===== src/rtl/clks_alot_p.sv =====
// Shared types for the clock generator / edge-rate recovery pair.
package clks_alot_p;

    localparam int unsigned RATE_COUNTER_WIDTH = 16;

    // One-cycle edge pulses reported back to the generator.
    typedef struct packed {
        logic rising_edge;
        logic falling_edge;
    } recovered_events_s;

endpackage


===== src/rtl/edge_rate_recovery.sv =====
// Edge-rate recovery: watches a synchronized external clock level, measures
// high/low phase lengths in enabled system cycles and declares lock once both
// phases repeat within tolerance for LOCK_COUNT consecutive captures.
module edge_rate_recovery #(
    parameter int unsigned RATE_WIDTH     = clks_alot_p::RATE_COUNTER_WIDTH,
    parameter int unsigned LOCK_COUNT     = 4,
    parameter int unsigned LOCK_CNT_WIDTH = 3
) (
    input  logic                              clk,
    input  logic                              async_rst,
    input  logic                              clk_en,
    input  logic                              recovery_en_i,
    input  logic                              clear_state_i,
    input  logic                              sense_i,
    input  logic [RATE_WIDTH-1:0]             tolerance_i,
    input  logic [RATE_WIDTH-1:0]             timeout_i,
    output clks_alot_p::recovered_events_s    recovered_events_o,
    output logic [RATE_WIDTH-1:0]             high_rate_o,
    output logic [RATE_WIDTH-1:0]             low_rate_o,
    output logic [RATE_WIDTH-1:0]             full_rate_o,
    output logic [RATE_WIDTH-1:0]             counter_current_o,
    output logic                              fully_locked_in_o,
    output logic                              loss_of_signal_o
);

    typedef enum logic [0:0] {
        StAcquire = 1'b0,
        StMeasure = 1'b1
    } state_e;

    localparam logic [RATE_WIDTH-1:0]     RateMax    = {RATE_WIDTH{1'b1}};
    localparam logic [RATE_WIDTH-1:0]     RateOne    = RATE_WIDTH'(1);
    localparam logic [LOCK_CNT_WIDTH-1:0] LockTarget = LOCK_CNT_WIDTH'(LOCK_COUNT);
    localparam logic [LOCK_CNT_WIDTH-1:0] LockOne    = LOCK_CNT_WIDTH'(1);

    // |a - b| as max - min, so no sign bit is required.
    function automatic logic [RATE_WIDTH-1:0] abs_diff(input logic [RATE_WIDTH-1:0] a,
                                                       input logic [RATE_WIDTH-1:0] b);
        return (a > b) ? (a - b) : (b - a);
    endfunction

    // Match counter update: saturating count on match, restart on mismatch.
    function automatic logic [LOCK_CNT_WIDTH-1:0] bump(input logic [LOCK_CNT_WIDTH-1:0] cnt,
                                                       input logic                      hit);
        if (!hit) begin
            return '0;
        end
        return (cnt >= LockTarget) ? LockTarget : (cnt + LockOne);
    endfunction

    // Saturating sum of the two phase rates.
    function automatic logic [RATE_WIDTH-1:0] sat_add(input logic [RATE_WIDTH-1:0] a,
                                                      input logic [RATE_WIDTH-1:0] b);
        logic [RATE_WIDTH:0] sum;
        sum = {1'b0, a} + {1'b0, b};
        return sum[RATE_WIDTH] ? RateMax : sum[RATE_WIDTH-1:0];
    endfunction

    // State registers.
    state_e                              state_q, state_d;
    logic                                sense_q, sense_d;
    logic [RATE_WIDTH-1:0]               cnt_q, cnt_d;
    logic [RATE_WIDTH-1:0]               high_rate_q, high_rate_d;
    logic [RATE_WIDTH-1:0]               low_rate_q, low_rate_d;
    logic [RATE_WIDTH-1:0]               full_rate_q, full_rate_d;
    logic [LOCK_CNT_WIDTH-1:0]           hi_match_q, hi_match_d;
    logic [LOCK_CNT_WIDTH-1:0]           lo_match_q, lo_match_d;
    logic                                lock_q, lock_d;
    logic                                loss_q, loss_d;
    // Set once a timeout has fired in the current phase so it reports only once.
    logic                                lost_q, lost_d;
    clks_alot_p::recovered_events_s      events_q, events_d;

    // Combinational helpers.
    logic                                active;
    logic                                rise;
    logic                                fall;
    logic                                edge_seen;
    logic [RATE_WIDTH-1:0]               cnt_inc;
    logic [RATE_WIDTH:0]                 cnt_plus;
    logic                                timeout_hit;
    logic                                hi_hit;
    logic                                lo_hit;

    // Edge detection, saturating count and match/timeout qualifiers.
    always_comb begin
        active      = clk_en & recovery_en_i;
        rise        = active & sense_i & ~sense_q;
        fall        = active & ~sense_i & sense_q;
        edge_seen   = rise | fall;
        cnt_inc     = (cnt_q == RateMax) ? cnt_q : (cnt_q + RateOne);
        // Extra bit keeps C+1 from wrapping when C is saturated.
        cnt_plus    = {1'b0, cnt_q} + {{RATE_WIDTH{1'b0}}, 1'b1};
        timeout_hit = active & ~edge_seen & ~lost_q & (timeout_i != '0) &
                      (cnt_plus >= {1'b0, timeout_i});
        hi_hit      = abs_diff(cnt_q, high_rate_q) <= tolerance_i;
        lo_hit      = abs_diff(cnt_q, low_rate_q) <= tolerance_i;
    end

    // Next-state logic: clear beats everything, then active-cycle updates.
    always_comb begin
        state_d     = state_q;
        sense_d     = sense_q;
        cnt_d       = cnt_q;
        high_rate_d = high_rate_q;
        low_rate_d  = low_rate_q;
        hi_match_d  = hi_match_q;
        lo_match_d  = lo_match_q;
        lost_d      = lost_q;
        events_d    = '0;
        loss_d      = 1'b0;

        if (clear_state_i) begin
            state_d     = StAcquire;
            // Track the live level so releasing clear does not create an edge.
            sense_d     = sense_i;
            cnt_d       = '0;
            high_rate_d = '0;
            low_rate_d  = '0;
            hi_match_d  = '0;
            lo_match_d  = '0;
            lost_d      = 1'b0;
        end else if (active) begin
            sense_d                 = sense_i;
            cnt_d                   = edge_seen ? RateOne : cnt_inc;
            events_d.rising_edge    = rise;
            events_d.falling_edge   = fall;

            if (edge_seen) begin
                lost_d = 1'b0;
                if (state_q == StAcquire) begin
                    // First edge only establishes phase alignment.
                    state_d = StMeasure;
                end else if (rise) begin
                    low_rate_d = cnt_q;
                    lo_match_d = bump(lo_match_q, lo_hit);
                end else begin
                    high_rate_d = cnt_q;
                    hi_match_d  = bump(hi_match_q, hi_hit);
                end
            end else if (timeout_hit) begin
                loss_d      = 1'b1;
                lost_d      = 1'b1;
                state_d     = StAcquire;
                high_rate_d = '0;
                low_rate_d  = '0;
                hi_match_d  = '0;
                lo_match_d  = '0;
            end
        end

        // Derived outputs follow the next-state values so they land with the rates.
        full_rate_d = sat_add(high_rate_d, low_rate_d);
        lock_d      = (state_d == StMeasure) && (hi_match_d >= LockTarget) &&
                      (lo_match_d >= LockTarget);
    end

    // All state, including the registered outputs.
    always_ff @(posedge clk or posedge async_rst) begin
        if (async_rst) begin
            state_q     <= StAcquire;
            sense_q     <= 1'b0;
            cnt_q       <= '0;
            high_rate_q <= '0;
            low_rate_q  <= '0;
            full_rate_q <= '0;
            hi_match_q  <= '0;
            lo_match_q  <= '0;
            lock_q      <= 1'b0;
            loss_q      <= 1'b0;
            lost_q      <= 1'b0;
            events_q    <= '0;
        end else begin
            state_q     <= state_d;
            sense_q     <= sense_d;
            cnt_q       <= cnt_d;
            high_rate_q <= high_rate_d;
            low_rate_q  <= low_rate_d;
            full_rate_q <= full_rate_d;
            hi_match_q  <= hi_match_d;
            lo_match_q  <= lo_match_d;
            lock_q      <= lock_d;
            loss_q      <= loss_d;
            lost_q      <= lost_d;
            events_q    <= events_d;
        end
    end

    // Output mapping.
    always_comb begin
        recovered_events_o = events_q;
        high_rate_o        = high_rate_q;
        low_rate_o         = low_rate_q;
        full_rate_o        = full_rate_q;
        counter_current_o  = cnt_q;
        fully_locked_in_o  = lock_q;
        loss_of_signal_o   = loss_q;
    end

endmodule

===== config.mk =====
export PLATFORM = sky130hd
export DESIGN_NAME = edge_rate_recovery
export DESIGN_NICKNAME = d
export VERILOG_FILES = /design/src/rtl/clks_alot_p.sv /design/src/rtl/edge_rate_recovery.sv
export SDC_FILE = /design/constraint.sdc
export NUM_CORES = 1
export LEC_CHECK = 0
export CAP_MARGIN = 40
export CORE_MARGIN = 2
export CORE_UTILIZATION = 59
export DETAILED_ROUTE_END_ITERATION = 6
export DONT_BUFFER_PORTS = 1
export PLACE_DENSITY = 0.85
export SETUP_SLACK_MARGIN = 0.05
export SYNTH_ARGS = -nofsm -noshare
export SYNTH_HDL_FRONTEND = slang
export SYNTH_SLANG_ARGS = --single-unit

===== constraint.sdc =====
create_clock -name clk -period 15.9 [get_ports clk]
set_clock_uncertainty 0.2 [all_clocks]
set_input_delay 2.385 -clock clk [delete_from_list [all_inputs] [get_ports clk]]
set_output_delay 2.385 -clock clk [all_outputs]
set_load 0.02 [all_outputs]

run_1/layer_met2.png
Drawn at 4 px/micron.
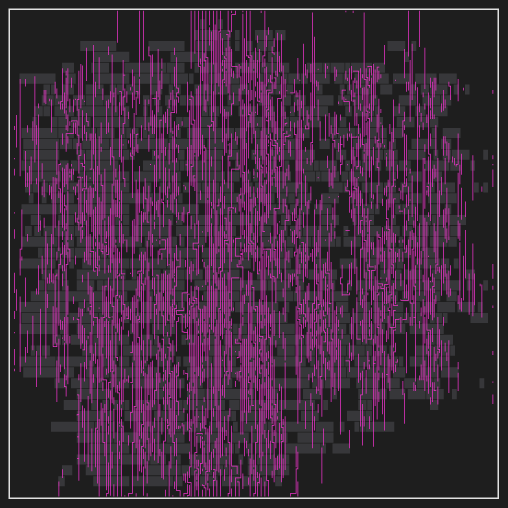
- wire length on this layer: 10,500 microns
- share of all routed wire: 46%
- longest straight run: 47.8 microns

run_1/io_placement.png
Drawn at 4 px/micron. Pins as bars across the die edge, other pins in gray.
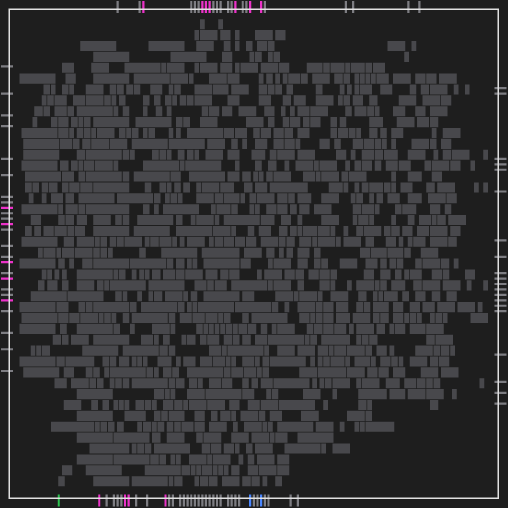
- blue: recovered_events_o (pins 2; direction output; edge south)
- magenta: high_rate_o (pins 16; direction output; edge 7 north, 5 west, 4 south)
- green: async_rst (pins 1; direction input; edge south)
- all pins by edge: 37 south, 25 west, 24 north, 20 east
PortBufs: 0
Die Wd: 121.9 microns
Die Y-Extent: 121.9 microns

==> changes_impl.md, run 1 <==
## Implementation

- Worst-Margin Slew: 0.9101 ns
- Most frequent cells in the layout: 131 x ha_1, 104 x a21oi_1, 102 x inv_1
- Yosys chip area: 8198 sq um
- Endpoint, Worst Hold: hi_match_q[0]
- Relative slew slack: 0.3932
- # Cells Yosys: approximately 1,000
- Setup CP Type: register to register
- NetSw: between 0.1 and 0.15 mW
- Vias: between 7,000 and 8,000
- Initial antenna violation count: 0
- Achievable clock frequency: 130.8 MHz
- Critical R2R Launch: counter_current_o[1]
- Worst ir drop on vdd: 83.03 uV
- Crit-path leading delay family: AND-OR/OR-AND gates
- GRT overflow: 0
- # IOs: 106
- Status: complete, no violations
- CTS Buffer Depth: 2
- H-tree depth: 3
- R2R depth: 25
- Flop pwr share: 0.397
- Nets: about 1,100
- WP data arrival: 7.63 ns
- Dominant Register Cell: dfrtp_1
- Buf/Inv on CP: 0
- OpenROAD warnings: ~60
- Synthesized Nets: roughly 1,200
- # rows: ~43
- Worst reg-to-reg setup slack: about 8.3 ns
- Hold path cells: 1
- HPWL Detailed: 17.64 mm
- CTS buffer count: 9
- Total power: approximately 0.5 mW
- Die Footprint: about 15,000 sq um
- Internal: 0.3686 mW
- Fin Hold WS: between 0.3 and 0.4 ns
- DR iter-0 viols: about 740
- Comb power frac: 0.159
- Fp_density: 0.5975
- Highest-count logic cell in the final layout: ha_1
- Synth mux share: 0.03175
- Ys Warns: 0
- Layout cells sized above 1: 0.04694
- Routed Antenna Nets: 0
- Flip-flops with a built-in enable: 0
- Final setup violation count: 0
- Post-CTS Setup Bufs: 0
- Minimum clock period: roughly 7.6 ns
- Most used cell, CP: a21oi_1
run_1/congestion.png
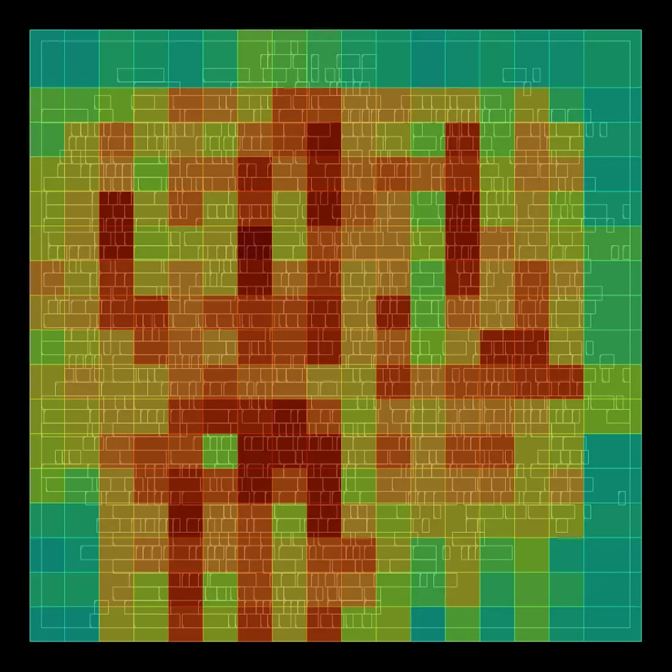
layer with the highest usage after global routing: met2
GR Layer Usage met1: 0.4137
GRT Util Overall: 0.3116

run_1/metal_density.png
Drawn at 3 px/micron. 24 x 24 tiles, from dark blue (low) to red (high), scaled to the fullest tile. Values are wire area over tile area, all layers added.
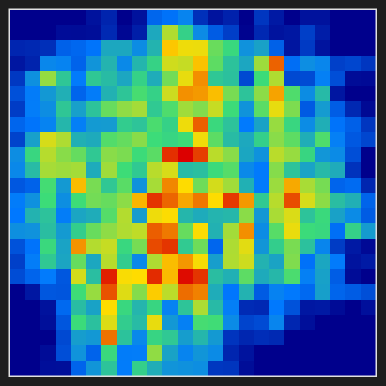
- fullest tile: 0.71
- tiles over half the peak: 29%
- emptiest ninth of the die: south-east

[run 1: cell usage after synthesis, types with 3 or more instances]
library cell  instances  area share
nor3_1               15      0.0092
o21ai_0              45       0.027
buf_4                 4      0.0037
a21oi_1             104       0.063
or4_1                 3      0.0027
xnor2_1              33       0.035
nand4_1              22       0.017
xor2_1               15       0.016
clkbuf_1             21      0.0096
o21a_1                8      0.0073
a21boi_0              4      0.0037
inv_1               103       0.047
buf_2                14      0.0085
nor2b_1               8      0.0061
a2111oi_0             4      0.0043
or3_1                 6      0.0046
or2_2                 3      0.0023
nor2_1               47       0.022
and4_1                3      0.0032
o31ai_1               3      0.0027
a31oi_1               4      0.0031
nand2_1              88       0.040
fa_1                  5       0.012
a22o_1                9      0.0096
a211oi_1              7      0.0064
a21o_1               49       0.045
and3_1                5      0.0038
o211ai_1              7      0.0064
and2_1                7      0.0053
nand2b_1             13      0.0099
o21bai_1             10      0.0092
nand3_1              49       0.030
o21ai_1               3      0.0018
mux2i_1              17       0.021
dfrtp_1              77        0.24
nor4_1                7      0.0053
o221ai_1              3      0.0032
mux2_2                8       0.011
ha_1                131        0.20
[run 1: metrics by stage]
step	setup WS, ns	util	instances	instance area (sq um)
3_3_place_gp	8.481	0.6001	1142	8233
5_1_grt	7.354	0.6267	1160	8598
3_5_place_dp	8.330	0.6032	1144	8275
2_1_floorplan	8.846	-	1001	8198
4_1_cts	8.282	0.6267	1160	8598
6_report	8.254	0.6267	1160	8598
[run 1: power by group through the flow]
| stage | sequential (mW) | combinational, mW | clock [mW] |
|---|---|---|---|
| 2_1_floorplan | 0.202 | 0.0641 | 0 |
| 3_3_place_gp | 0.203 | 0.0759 | 0 |
| 3_5_place_dp | 0.203 | 0.0792 | 0 |
| 4_1_cts | 0.199 | 0.0795 | 0.223 |
| 5_1_grt | 0.199 | 0.0902 | 0.231 |
| 6_report | 0.199 | 0.0800 | 0.222 |
[run 1: final cells by class]
class                   instances  area, sq um
well taps                     180        225.2
inverters                     103        387.9
flip-flops and latches         77         1927
clock buffers                   9        225.2
multi-input cells             778         5663
fillers                      1187         5121
repair buffers                  6        72.57
clock inverters                 7        97.59
[run 1: flip-flops by register name, summed over array words and instances, names as in the netlist]
| name | flops |
|---|---|
| fully_locked_in_o | 1 |
| lo_match_q | 3 |
| recovered_events_o | 2 |
| low_rate_o | 16 |
| high_rate_o | 16 |
| state_q | 1 |
| full_rate_o | 16 |
| hi_match_q | 3 |
| counter_current_o | 16 |
| lost_q | 1 |
| loss_of_signal_o | 1 |
| sense_q | 1 |
[run 1: layer usage]
layer | vias to the layer above | part of all wire
li1 | 3478 | -
met1 | 3481 | 0.41
met2 | 371 | 0.46
met3 | 64 | 0.096
met4 | 0 | 0.032
met5 | - | 0
[run 1: cell families after synthesis]
family | after synthesis
adders and majority gates | 136
DFF | 77
AOI/OAI and AO/OA | 283
buffers and inverters | 146
xor gates and xnor gates | 48
muxes | 25
and+or+nand+nor | 286
run_1/layer_met3.png
Drawn at 4 px/micron.
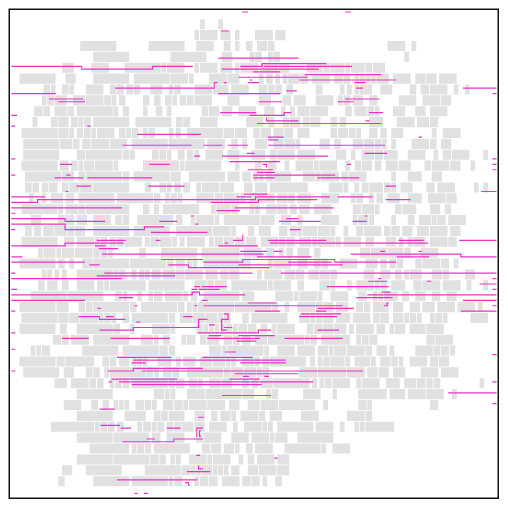

--- run 2 (diff from run 1) ---
--- a/config.mk
+++ b/config.mk
@@ -10,7 +10,7 @@
 export CORE_UTILIZATION = 59
 export DETAILED_ROUTE_END_ITERATION = 6
 export DONT_BUFFER_PORTS = 1
-export PLACE_DENSITY = 0.85
+export PLACE_DENSITY = 0.88
 export SETUP_SLACK_MARGIN = 0.05
 export SYNTH_ARGS = -nofsm -noshare
 export SYNTH_HDL_FRONTEND = slang
==> constraint.sdc (replaced) <==
create_clock -name clk -period 6.5 [get_ports clk]
set_clock_uncertainty 0.2 [all_clocks]
set_input_delay 0.975 -clock clk [delete_from_list [all_inputs] [get_ports clk]]
set_output_delay 0.975 -clock clk [all_outputs]
set_load 0.02 [all_outputs]
run_2/layer_met3.png
Drawn at 4 px/micron.
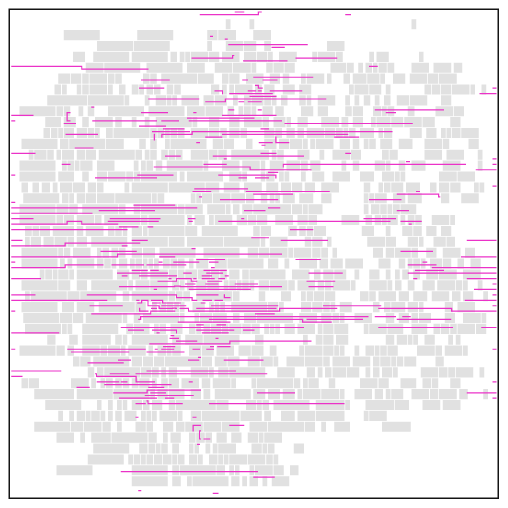
- share of all routed wire: 10%
- wire length on this layer: 2,420 microns
- nets with wire on the layer: 180
- longest straight run: 56.8 microns

run_2/io_placement.png
Drawn at 4 px/micron. Pins as bars across the die edge, other pins in gray.
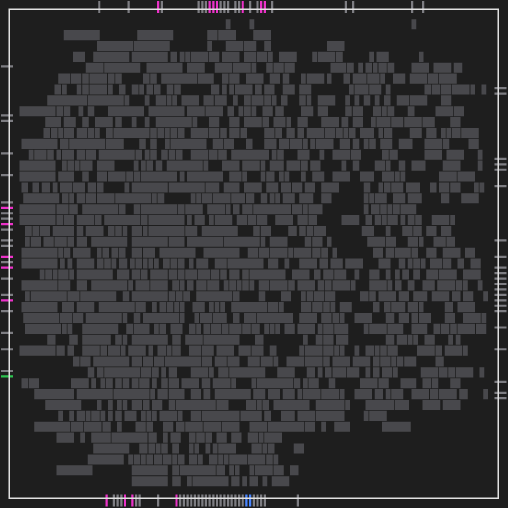
- green: async_rst (pins 1; direction input; edge west)
- magenta: high_rate_o (pins 16; direction output; edge 7 north, 5 west, 4 south)
- blue: recovered_events_o (pins 2; direction output; edge south)

==> run 2 against run 1 <==
Effect of this change:
- sequential share of layout area decreased by 0.79 points
- critical path depth unchanged
- largest cell class unchanged
- sequential power increased by 140%
- synthesized cell count unchanged
- largest power group is now registers
- wire length increased by 5.0%
- cell count increased by 3.3%
- hold slack got worse by 0.057 ns
- flip-flop count unchanged
- total power increased by 130%
- maximum frequency increased by 23%
==> changes_impl.md, run 2 <==
## Implementation

- Status: complete, no violations
- Drt pass-1 iters: 7
- Relative slew slack: 0.6243
- Dominant Register Cell: dfrtp_1
- Layout cells sized above 1: 0.09430
- Crit-path leading delay family: AND-OR/OR-AND gates
- Synthesized Nets: 1,175
- Worst ir drop on vdd: 160.8 uV
- Combinational gate area: 5762 sq um
- Most frequent cells in the layout: 130 x ha_1, 102 x inv_1, 100 x a21oi_1
- # rows: 43
- Final Hold Fails: 0
- PortBufs: 0
- GRT Util Overall: 0.3209
- Avg Cell Area, Syn: 8.190 sq um
- Buf/Inv on CP: 0
- Initial antenna violation count: 0
- # IOs: around 110
- CTS buffer count: 9
- Synth cell count leaders: 131 x ha_1, 104 x a21oi_1, 103 x inv_1, 88 x nand2_1, 77 x dfrtp_1
- Die Y-Extent: 121.9 microns
- Placed cells: between 1,000 and 1,500
- Highest-count logic cell in the final layout: ha_1
- Dpl cell area: 8507 sq um
- Nets: 1,188
- Fin cells: 1,198
- DR iter-0 viols: 897
- Final setup violation count: 0
- Yosys cell types: 70
- Minimum clock period: 6.213 ns
- Die Wd: roughly 120 microns
- Vias: 7,748
- Fp_density: 0.5975
- R2R depth: 25
- Critical R2R Launch: counter_current_o[0]
- Ys Warns: 0
- Synth top cell by count: ha_1
- Critical path's slowest cell: a2111oi_4
- Most used cell, CP: a21o_1
- Filler cells: approximately 1,200
- CTS Buffer Depth: 2
- Design area: 8917 sq um
- Flip-flops with a built-in enable: 0
- Worst-Margin Slew: 0.5589 ns
- CTS tree: yes
- Leading area contributor after synthesis: dfrtp_1
- Worst reg-to-reg setup slack: 0.29 ns
- OpenROAD warnings: 60
- Num Clock Sinks: 77
- Achievable clock frequency: 160.9 MHz
- HPWL Detailed: 18.62 mm
- Cell area after synthesis: ~8200 sq um
- Flop area: 1928 sq um
- Routed Antenna Nets: 0
- Cell area leaders: dfrtp_1 24%, ha_1 20%, a21oi_1 6.3%
- Die Footprint: between 10,000 and 15,000 sq um
- # Cells Yosys: between 1,000 and 1,500
- Top area contributor share: 0.2350
- H-tree depth: 3
- Setup CP Type: register to register
- Yosys chip area: 8198 sq um
- WP data arrival: 6.23 ns
- GRT overflow: 0
-- run 2: cell counts after synthesis --
No cell type changed its count.
-- run 2: what timing repair did --
action | 4_1_cts | 5_1_grt
pin swaps | 0 | 4
gates resized | 1 | 19
gates cloned | 0 | 2
setup endpoints to repair | 14 | 16
buffers inserted | 0 | 6
-- run 2: worst max path at each step --
stage               cells after the start                  from  slack (ns)               to
global placement                       26  counter_current_o[0]        0.25  full_rate_o[13]
detailed placement                     26  counter_current_o[0]       0.001   full_rate_o[9]
finish                                 25  counter_current_o[0]        0.29   full_rate_o[8]
floorplan                              29  counter_current_o[0]        0.09  full_rate_o[11]
CTS                                    26  counter_current_o[0]        0.09   full_rate_o[5]
global route                           25  counter_current_o[0]       -0.07   full_rate_o[8]
-- run 2: cells by family (layout without fill, tap and decap cells) --
family | Yosys count | count (layout) | synth area share
AND-OR/OR-AND | 283 | 283 | 0.2230
XOR/XNOR | 48 | 48 | 0.05128
adder cells (fa/ha/maj) | 136 | 136 | 0.2121
buffers and inverters | 146 | 161 | 0.07418
flip-flops | 77 | 77 | 0.2350
multiplexers | 25 | 25 | 0.03175
AND/OR/NAND/NOR | 286 | 288 | 0.1726
-- run 2: layout make-up --
| cell class | instances | area share |
|---|---|---|
| multi-input cells | 780 | 0.6461 |
| flip-flops and latches | 77 | 0.2162 |
| inverters | 103 | 0.04350 |
| repair buffers | 43 | 0.03887 |
| clock buffers | 11 | 0.02722 |
| well taps | 180 | 0.02526 |
| clock inverters | 4 | 0.002806 |
-- run 2: report_power, final --
group | internal, mW | switching, mW | total (mW)
logic | 0.0852 | 0.119 | 0.204
clock network | 0.265 | 0.191 | 0.456
registers | 0.482 | 0.00207 | 0.484
-- run 2: metrics by stage --
step / hold slack, ns / TNS (ns) / setup WS, ns / total power, mW / util
after global routing: 0.3135 / -0.4836 / -0.06946 / 1.188 / 0.6500
after global placement: 0.3144 / 0 / 0.2480 / 0.6846 / 0.6181
after floorplan: 0.2916 / 0 / 0.09255 / 0.6510 / -
final: 0.2893 / 0 / 0.2865 / 1.143 / 0.6500
after detailed placement: 0.3247 / 0 / 0.001219 / 0.6932 / 0.6201
after CTS: 0.3031 / 0 / 0.09230 / 1.140 / 0.6399
-- run 2: routing by layer --
metal,part of all wire,vias up,global-route usage
met5,0,-,0
met4,0.043,0,0.1286
met3,0.10,97,0.06180
met2,0.45,460,0.5073
met1,0.40,3622,0.4335
li1,-,3569,-
Power and IR drop assume default switching activity.
